Figure 1. Floorplan with the power grid.
Scale bar: 20 um. Pins as bars on the die edge.
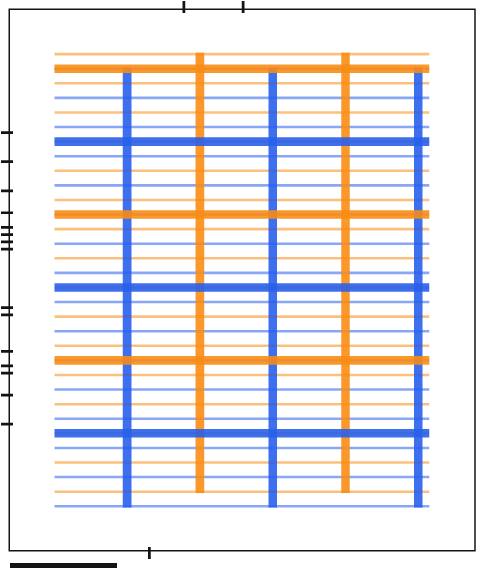
Figure 2. Placed cells, one colour a class.
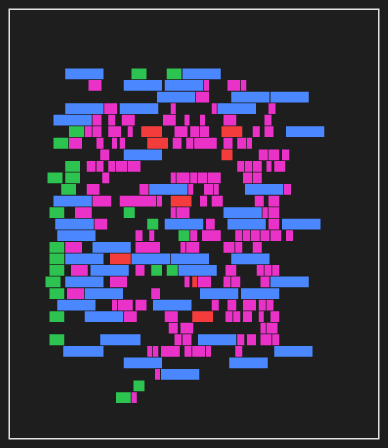
Figure 3. Clock distribution.
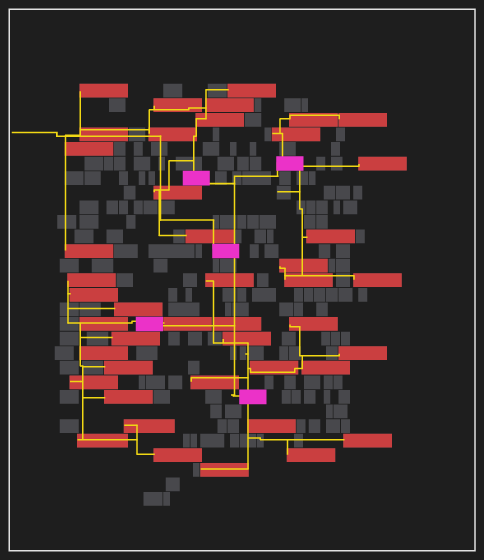
Figure 4. Wiring by layer.
Scale bar: 20 um.
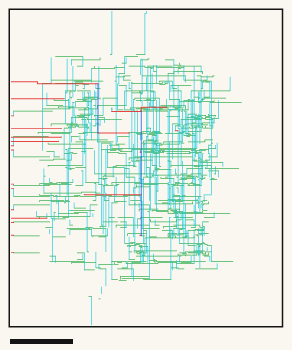
Design key_bit_sampler, sky130hd; sources not shown.
==> results.txt <==
Implementation numbers.

- The flow ran to the end, and the final reports show no timing, DRC or antenna violations.
- The register share after synthesis reads 52.7%.
- The overall global routing resource usage is 10.7%.
- The number of cells traversed by the worst hold path reads 0.
- The number of buffers inserted for hold repair after clock tree synthesis is 0.
- Per the GRT congestion report, total overflow comes to 0.
- The worst hold-check path type reads flip-flop to flip-flop.
- The most frequently placed logic cell in the final layout reads sky130_fd_sc_hd__dfrtp_1.
- The count of vias placed by the detailed router is 1,529.
- The count of nets left with antenna violations after detail routing is 0.
- The area growth from synthesis to final layout is 17.5%.
- In this run, placement finished with an instance count of 293.
- The top power consumer group is sequential cells.
- The transition time of the tightest slew-check pin is 562 ps.
- The ratio of cells with drive above 1 in the final layout reads 11.4%.
- The sum of net half-perimeters after detailed placement reads 2.92 mm.
- By area the synthesized netlist is led by sky130_fd_sc_hd__dfrtp_1 50%, sky130_fd_sc_hd__xor2_1 4.6%, sky130_fd_sc_hd__nand4_1 3.6%.
- The startpoint-to-endpoint class of the critical path reads flip-flop to flip-flop.
- The post-synthesis instance area reads 2090 sq um.
- The largest area contributor in the netlist is sky130_fd_sc_hd__dfrtp_1.
- The combinational-cell power consumption is 0.0000321 W.
- The filler cell count is 605.
- The area fraction in mux cells is 3.17%.
- The floorplan has 31 rows.
- Setup repair after global routing left no endpoint under its margin.
- The arrival time of the worst setup path reads 2440 ps.
- The post-synthesis cell count from yosys is 197.
- The clock period could shrink to 2320 ps.
- The maximum fanout along the worst path is 18.
- The area share of fa/ha/maj cells after synthesis reads 1.20%.
- In this run the post-CTS setup repair buffer count came out at 0.
- The category of the worst setup path launch point reads a flip-flop.
- Yosys reports that the leading cell type by area covers 50.2% of the netlist area.
- The cell-internal power is 0.000893 W.
- For reference, simple AND, OR, NAND and NOR cells occupy 24.7% of the area reported after synthesis.
- The register with the most flip-flops in the layout has 25 of them.
- The final setup violation count reads 0.
- The max-slew violation total from the final report is 0.
- Counting buffers and inverters, the worst setup path is 4 cells deep.
- The maximum single-stage delay on the critical path reads 770 ps.
- The post-synthesis average cell area is 10.6 sq um.
Notes on Figure 1 above:
- VSS: blue
- VDD: orange
- signal pins: 18
- rows: 31
- met1 rails: 32
die width: 86.6 um
maximum VDD drop: 323 uV
Die H: 101 um

Notes on Figure 2 above:
- remaining buffers and delay cells: green (cells 23)
- sequential cells: blue (cells 44)
- combinational and other logic: magenta (cells 144)
- clock drivers and dummy loads: red (cells 8)
Core Footprint: 5900 sq um
total non-filler cell area in the finished layout: 2460 sq um
final core area utilization: 41.7%
sequential share of cell area: 44.9%

Notes on Figure 3 above:
- clock wires: yellow (length 550 um)
- clock drivers: magenta (count 5)
- flip-flops: red (count 44)
- routed clock nets: 6
reported clock group power: 0.000436 W
clock network power share: 38.1%
clock latency of the later-clocked register in the worst-skew pair: 300 ps

Notes on Figure 4 above:
- metal 2: cyan (wire length 1,990 um)
- metal 4: blue (wire length 55.1 um)
- metal 1: green (wire length 1,990 um)
- metal 3: red (wire length 158 um)
average detailed-routed wire length per instance: 13.9 um
aggregate routed wire length: 4.20 mm

## synth_stat cells
master	number
sky130_fd_sc_hd__dfrtp_1	42
sky130_fd_sc_hd__nor2_1	14
sky130_fd_sc_hd__a21oi_1	12
sky130_fd_sc_hd__nand4_1	12
sky130_fd_sc_hd__nand3_1	11
sky130_fd_sc_hd__xor2_1	11
sky130_fd_sc_hd__nand2_1	9
sky130_fd_sc_hd__xnor2_1	8
sky130_fd_sc_hd__o21ai_0	7
sky130_fd_sc_hd__or3_1	7
sky130_fd_sc_hd__or4_1	7
sky130_fd_sc_hd__nor3_1	6
sky130_fd_sc_hd__inv_1	5
sky130_fd_sc_hd__mux2_2	5
sky130_fd_sc_hd__nor4_1	5
sky130_fd_sc_hd__o31ai_1	5
sky130_fd_sc_hd__buf_2	4
sky130_fd_sc_hd__and2_1	3
sky130_fd_sc_hd__and3_1	3
sky130_fd_sc_hd__and4_1	3
sky130_fd_sc_hd__clkbuf_1	3
sky130_fd_sc_hd__buf_4	2
sky130_fd_sc_hd__dfstp_2	2
sky130_fd_sc_hd__ha_1	2
sky130_fd_sc_hd__mux2i_1	1
sky130_fd_sc_hd__nand2_2	1
sky130_fd_sc_hd__nand4_2	1
sky130_fd_sc_hd__nor2b_1	1
sky130_fd_sc_hd__nor3b_1	1
sky130_fd_sc_hd__nor4b_1	1
sky130_fd_sc_hd__nor4b_2	1
sky130_fd_sc_hd__nor4b_4	1
sky130_fd_sc_hd__o311ai_2	1
## final cells by class
type	count	area share, %
clock buffer	7	3.51
clock inverter	1	0.305
inverter	5	0.763
sequential	44	44.9
tap	82	4.17
multi-input combinational	139	37.6
timing repair buffer	23	8.75
## metal layers
metal	track usage, %	routed length, um	up-vias
met5	0	0	-
met2	17.0	1990	22
li1	-	-	754
met4	3.72	55	0
met3	3.43	157	6
met1	13.3	1990	747
Power is estimated from default activity; no workload was simulated.
